===== config.mk =====
export PLATFORM = sky130hd
export DESIGN_NAME = idp_enc_16
export DESIGN_NICKNAME = d
export VERILOG_FILES = /design/src/rtl/idp_enc_16.sv
export SDC_FILE = /design/constraint.sdc
export NUM_CORES = 1
export LEC_CHECK = 0
export ABC_AREA = 1
export CAP_MARGIN = 20
export CORE_ASPECT_RATIO = 0.75
export CORE_MARGIN = 1
export CORE_UTILIZATION = 53
export DETAILED_ROUTE_END_ITERATION = 12
export PLACE_DENSITY = 0.86
export RECOVER_POWER = 100
export SLEW_MARGIN = 20
export SYNTH_ARGS = -nofsm -noshare
export SYNTH_HDL_FRONTEND = slang
export SYNTH_SLANG_ARGS = --single-unit

===== constraint.sdc =====
create_clock -name clk -period 3.6 [get_ports clk]
set_input_delay 1.08 -clock clk [delete_from_list [all_inputs] [get_ports clk]]
set_output_delay 1.08 -clock clk [all_outputs]
set_load 0.03 [all_outputs]

===== src/rtl/idp_enc_16.sv =====
// idp_enc_16: sequential greedy MSB-first encoder for the 16-wire IDP Fibonacci-numeral crosstalk-avoidance code.
// Optional input range check: define IDP_ENC_16_ERRCHK_EN to drive err from (in_data > MAXVAL).
`ifndef IBLEN16
`define IBLEN16 12
`endif

module idp_enc_16 #(
  parameter int STEPS = 1
) (
  input  logic                clk,
  input  logic                rst_n,
  input  logic                in_valid,
  output logic                in_ready,
  input  logic [`IBLEN16-1:0] in_data,
  output logic                out_valid,
  input  logic                out_ready,
  output logic [15:0]         codeout,
  output logic                err
);

  localparam int IW   = `IBLEN16;
  localparam int NCYC = 16 / STEPS;

  typedef logic [IW:0] rem_t;

  // Fibonacci numerals, FNS1 = FNS2 = 1.
  localparam int FNS1  = 1;
  localparam int FNS2  = 1;
  localparam int FNS3  = 2;
  localparam int FNS4  = 3;
  localparam int FNS5  = 5;
  localparam int FNS6  = 8;
  localparam int FNS7  = 13;
  localparam int FNS8  = 21;
  localparam int FNS9  = 34;
  localparam int FNS10 = 55;
  localparam int FNS11 = 89;
  localparam int FNS12 = 144;
  localparam int FNS13 = 233;
  localparam int FNS15 = 610;
  localparam int FNS16 = 987;

`ifdef IDP_ENC_16_ERRCHK_EN
  localparam int MAXVAL = FNS15 + 2 * FNS16 + FNS13 + FNS12 + FNS11 + FNS10 + FNS9 + FNS8
                        + FNS7 + FNS6 + FNS5 + FNS4 + FNS3 + FNS2 + FNS1;
`endif

  typedef enum logic [1:0] {IDLE, RUN, HOLD} state_t;

  state_t      state;
  rem_t        rem;
  rem_t        rem_nxt;
  logic [15:0] code;
  logic [15:0] code_nxt;
  logic [4:0]  cnt;
  logic [3:0]  idx;
  rem_t        w;
  logic        load;

  // Weight of the codeword bit resolved at position 'ord' of the descending-weight order.
  function automatic rem_t weight_of(input logic [3:0] ord);
    case (ord)
      4'd0:    weight_of = rem_t'(FNS16);
      4'd1:    weight_of = rem_t'(FNS16);
      4'd2:    weight_of = rem_t'(FNS15);
      4'd3:    weight_of = rem_t'(FNS13);
      4'd4:    weight_of = rem_t'(FNS12);
      4'd5:    weight_of = rem_t'(FNS11);
      4'd6:    weight_of = rem_t'(FNS10);
      4'd7:    weight_of = rem_t'(FNS9);
      4'd8:    weight_of = rem_t'(FNS8);
      4'd9:    weight_of = rem_t'(FNS7);
      4'd10:   weight_of = rem_t'(FNS6);
      4'd11:   weight_of = rem_t'(FNS5);
      4'd12:   weight_of = rem_t'(FNS4);
      4'd13:   weight_of = rem_t'(FNS3);
      4'd14:   weight_of = rem_t'(FNS2);
      default: weight_of = rem_t'(FNS1);
    endcase
  endfunction

  // Codeword bit position for each step of the resolve order: 14, 13, 15, 12, then 11 down to 0.
  function automatic logic [3:0] pos_of(input logic [3:0] ord);
    case (ord)
      4'd0:    pos_of = 4'd14;
      4'd1:    pos_of = 4'd13;
      4'd2:    pos_of = 4'd15;
      4'd3:    pos_of = 4'd12;
      default: pos_of = 4'd15 - ord;
    endcase
  endfunction

  // Chain STEPS greedy compare/subtract stages off the current remainder.
  always_comb begin
    rem_nxt  = rem;
    code_nxt = code;
    idx      = '0;
    w        = '0;
    for (int j = 0; j < STEPS; j++) begin
      idx = 4'(int'(cnt) * STEPS + j);
      w   = weight_of(idx);
      if (rem_nxt >= w) begin
        rem_nxt               = rem_nxt - w;
        code_nxt[pos_of(idx)] = 1'b1;
      end
    end
  end

  assign in_ready = (state == IDLE) || ((state == HOLD) && out_ready);
  assign load     = in_valid && in_ready;
  assign codeout  = code;

  // A load from IDLE or from an accepting HOLD restarts the word; otherwise step RUN or wait in HOLD.
  always_ff @(posedge clk or negedge rst_n) begin
    if (!rst_n) begin
      state     <= IDLE;
      rem       <= '0;
      code      <= '0;
      cnt       <= '0;
      out_valid <= 1'b0;
    end else if (load) begin
      state     <= RUN;
      rem       <= {1'b0, in_data};
      code      <= '0;
      cnt       <= '0;
      out_valid <= 1'b0;
    end else begin
      unique case (state)
        RUN: begin
          rem  <= rem_nxt;
          code <= code_nxt;
          if (cnt == 5'(NCYC - 1)) begin
            state     <= HOLD;
            out_valid <= 1'b1;
          end else begin
            cnt <= cnt + 5'd1;
          end
        end
        HOLD: begin
          if (out_ready) begin
            state     <= IDLE;
            out_valid <= 1'b0;
          end
        end
        default: begin
        end
      endcase
    end
  end

`ifdef IDP_ENC_16_ERRCHK_EN
  logic err_q;

  // Range flag is captured with the word and rides along until the codeword is accepted.
  always_ff @(posedge clk or negedge rst_n) begin
    if (!rst_n) begin
      err_q <= 1'b0;
    end else if (load) begin
      err_q <= ({1'b0, in_data} > rem_t'(MAXVAL));
    end
  end

  assign err = err_q;
`else
  assign err = 1'b0;
`endif

endmodule

**Register map, names as in the netlist**

Scale bar: 20 um. Other sequential cells in the stronger gray, the rest of the logic in the fainter gray.
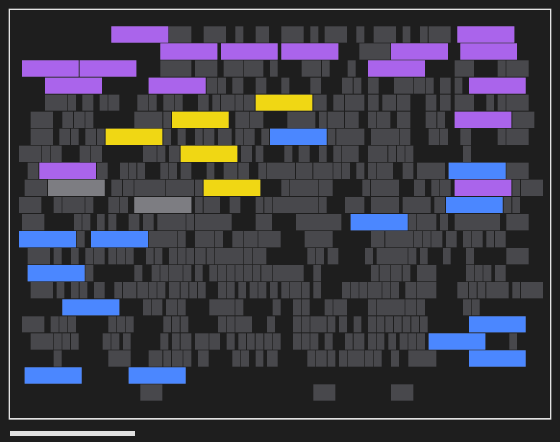
Purple shows codeout, sequential cells 16. Yellow shows cnt, sequential cells 5. Blue shows rem, sequential cells 13.
Another 2 sequential cells are not colored.
Seq group: 728 uW
Seq. cell area: 900.9 um^2

**Clock network drawn from the DEF**

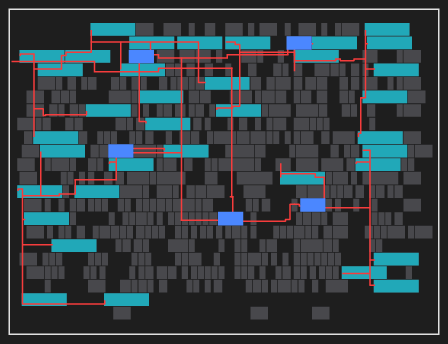
Cyan shows flip-flops, count 36. Blue shows clock-net drivers, count 5. Red shows clock wires, length 545 um.
There are 6 routed clock nets.
Worst-Skew Late Latency: 300 ps
clock group share of total power: 0.087

==> impl_metrics.env <==
# yosys + openroad results
export IMPL_rows=22
export IMPL_arrival_ps=2400
export IMPL_finalSetupTns_ps=0
export IMPL_grt_antenna_before_repair=0
export IMPL_layout_top_cell="nand2_1"
export IMPL_htree_levels=2
export IMPL_ys_seq_frac=0.3201
export IMPL_ys_cells=414
export IMPL_layout_drive_gt1_share=0.07901
export IMPL_maxSlewHeadroom=-0.2924
export IMPL_end_kind="output port"
export IMPL_grt_pass1_vias=2398
export IMPL_drv_slew=37
export IMPL_rsz0062_at_grt="false"
export IMPL_synth_area_top_cells="dfrtp_1, nand2_1, ha_1, inv_1, o21ai_0"
export IMPL_worstSetupStartpointType="input port"
export IMPL_portBuffers=33
export IMPL_setup_worst_path_class="input port to output port"
export IMPL_hold_path_class="register to register"
export IMPL_max_cap_violations=1
export IMPL_drcViolationCount=0
export IMPL_drt_iter0_drc=233
export IMPL_synth_top_area_share=0.3201
export IMPL_grt_pass1_wl_um=11090
export IMPL_warnings=31
export IMPL_whs_ps=492.1
export IMPL_cts_resized=0
export IMPL_finClkSkew_ps=7.224
export IMPL_setup_viol=0
export IMPL_die_x_um=86.14
export IMPL_final_antenna_net_count=0
export IMPL_syn_avg_cell_area_um2=6.797
export IMPL_syn_inst=414
export IMPL_place_hpwl_um=4932
export IMPL_vias_per_cell=5.202
export IMPL_finalCritPeriodShare=0.9670
export IMPL_diodes=0
export IMPL_p_leak_nw=1.693
export IMPL_grt_usage=0.2575
export IMPL_violations="capacitance limit, slew limit"
export IMPL_power_per_cell_area_nw_per_um2=1031
export IMPL_cp_required_ps=2520
export IMPL_status="finished with violations"
export IMPL_nNetsFinal=477
export IMPL_crit_fanout=3
export IMPL_ys_types=35
export IMPL_cts_tree="done"
export IMPL_hold_viol_final=0
export IMPL_fin_cells=515
export IMPL_grt_max_degree=37
export IMPL_die_area_um2=5608
export IMPL_synth_nets=449
export IMPL_worst_pin_slew_ps=1939
export IMPL_clock_path_buffers=2
export IMPL_core_um2=5010
export IMPL_drt_wl_total_um=6626
export IMPL_ys_ff=36
export IMPL_clk_pin_slew_ps=80
export IMPL_timing_fmax_mhz=287.3
export IMPL_yosysTopAreaCell="dfrtp_1"
export IMPL_yosysWarnings=0
export IMPL_netlist_area_um2=2814
export IMPL_ir_drop_v=0.0006013
export IMPL_cts_root_buffer="clkbuf_8"
export IMPL_grt_ovfl_total=0
export IMPL_fillers=445
export IMPL_postCtsSetupBuffers=0
export IMPL_fin_util=0.6516
export IMPL_final_cell_mix="nand2_1, inv_1, dfrtp_1, o21ai_0"
export IMPL_fp_dieH_um=65.11
export IMPL_postCtsHoldBufs=0
export IMPL_min_period_ps=3481
export IMPL_clock_sinks=36
export IMPL_pin_count=35
export IMPL_dp_cells=507
export IMPL_cts_made_buffers=5
export IMPL_initial_core_util=0.5617
export IMPL_first_pass_iters=4
export IMPL_routabilityCongestion=0.9050
export IMPL_ys_chip_area_um2=2814
**Drive-strength map**

Scale bar: 20 um.
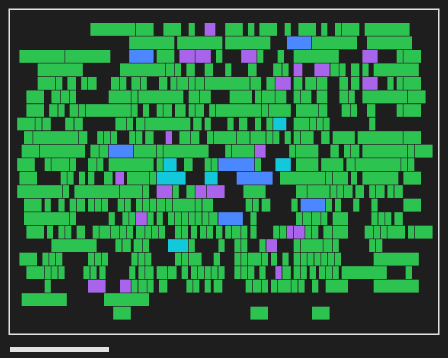
Cyan shows x3 and x4, cells 6. Green shows x1 and smaller, cells 408. Blue shows x6 and larger, cells 7. Purple shows x2, cells 22.
Setup WS post-layout: 118.9 ps
count of plain and timing-repair buffers: 38
fin area: 3264 um^2
Syn-to-layout area delta: 16.01%

**Wire density map**

17 x 13 tiles, from dark blue (low) to red (high), scaled to the fullest tile. Values are wire area over tile area, all layers added.
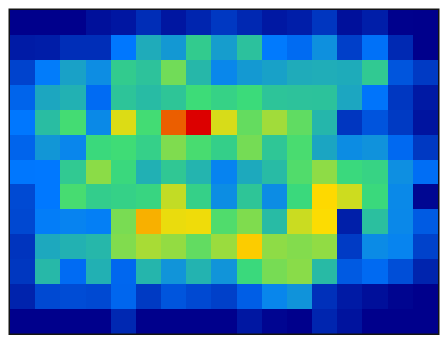
10% of the tiles are nearly empty. 19% of the tiles are over half the peak. The fullest tile reaches 0.62. The mean over all tiles is 0.19. The densest ninth of the die: center.
via count: 2679
WL per Instance: 12.87 um

==> cells by family after synthesis <==
family | Yosys count | synth area share
AND/OR/NAND/NOR | 212 | 0.3308
buffers and inverters | 78 | 0.1147
AND-OR/OR-AND | 65 | 0.1365
flip-flops | 36 | 0.3201
adder cells (fa/ha/maj) | 19 | 0.08715
XOR/XNOR | 3 | 0.009339
other | 1 | 0.001333
==> metal layers <==
| layer | GRT usage | part of all wire |
|---|---|---|
| met5 | 0 | 0 |
| met4 | 0.06667 | 0.0088 |
| met3 | 0.07789 | 0.075 |
| met2 | 0.3641 | 0.43 |
| met1 | 0.3798 | 0.49 |
==> cells in the mapped netlist <==
master      n
clkinv_1    2
nor3_1      3
inv_2       3
dfrtp_1    36
nand3b_1    3
buf_2       3
xnor2_1     2
a22oi_1     1
nand2_1   132
or2_2       2
nor2_2      1
buf_4       1
buf_6       3
o211ai_1    2
conb_1      1
o21ai_0    28
a21oi_1    17
ha_1       18
nor2_4      1
nand2_2    10
clkbuf_1    9
o21ai_1     4
inv_1      56
nand4_1    14
o21ai_2     8
o221ai_1    1
nand3_2     3
nand3_1    21
o22ai_1     2
fa_1        1
buf_1       1
nor2_1     22
a21oi_4     1
a221oi_1    1
xor2_1      1
==> stage by stage <==
stage	cell area [um^2]	setup WS, ps	power (mW)
3_5_place_dp	3198	108.5	3.107
3_3_place_gp	3198	144.7	3.022
5_1_grt	3264	46.76	3.691
4_1_cts	3286	101.2	3.420
6_report	3264	118.9	3.365
2_1_floorplan	2814	740.5	2.505
==> final timing paths <==
kind	to	startpoint	cells after the start	slack (ps)
setup reg to reg	rem[1]	cnt[0]	14	380
setup / recovery	in_ready	out_ready	4	120
hold / removal	rem[12]	rem[12]	2	490
max in group asynchronous	rem[7]	rst_n	1	1180
hold reg to reg	rem[12]	rem[12]	2	490
min in group asynchronous	rem[3]	rst_n	1	1310
==> state kept, by name (all words and copies together) (netlist names) <==
| register | count |
|---|---|
| cnt | 5 |
| codeout | 16 |
| out_valid | 1 |
| rem | 13 |
| state | 1 |
==> report_power, final <==
group | switching [mW] | internal, mW | total [mW]
clock network | 0.158 | 0.135 | 0.293
registers | 0.144 | 0.583 | 0.728
logic | 1.51 | 0.837 | 2.34
total | 1.81 | 1.55 | 3.37
==> critical path, cell delays in order <==
cell             delay (ps)
clkdlybuf4s50_1         460
inv_1                    60
a21oi_1                 120
clkdlybuf4s50_1         680
==> layout make-up <==
cell class | instances | area, um^2 | share of cell area
multi-input cells | 300 | 1570 | 0.4810
flip-flops and latches | 36 | 900.9 | 0.2760
repair buffers | 38 | 386.6 | 0.1184
inverters | 61 | 229.0 | 0.07014
well taps | 72 | 90.09 | 0.02760
clock buffers | 5 | 68.82 | 0.02108
clock inverters | 3 | 18.77 | 0.005749
Power and IR drop assume default switching activity.
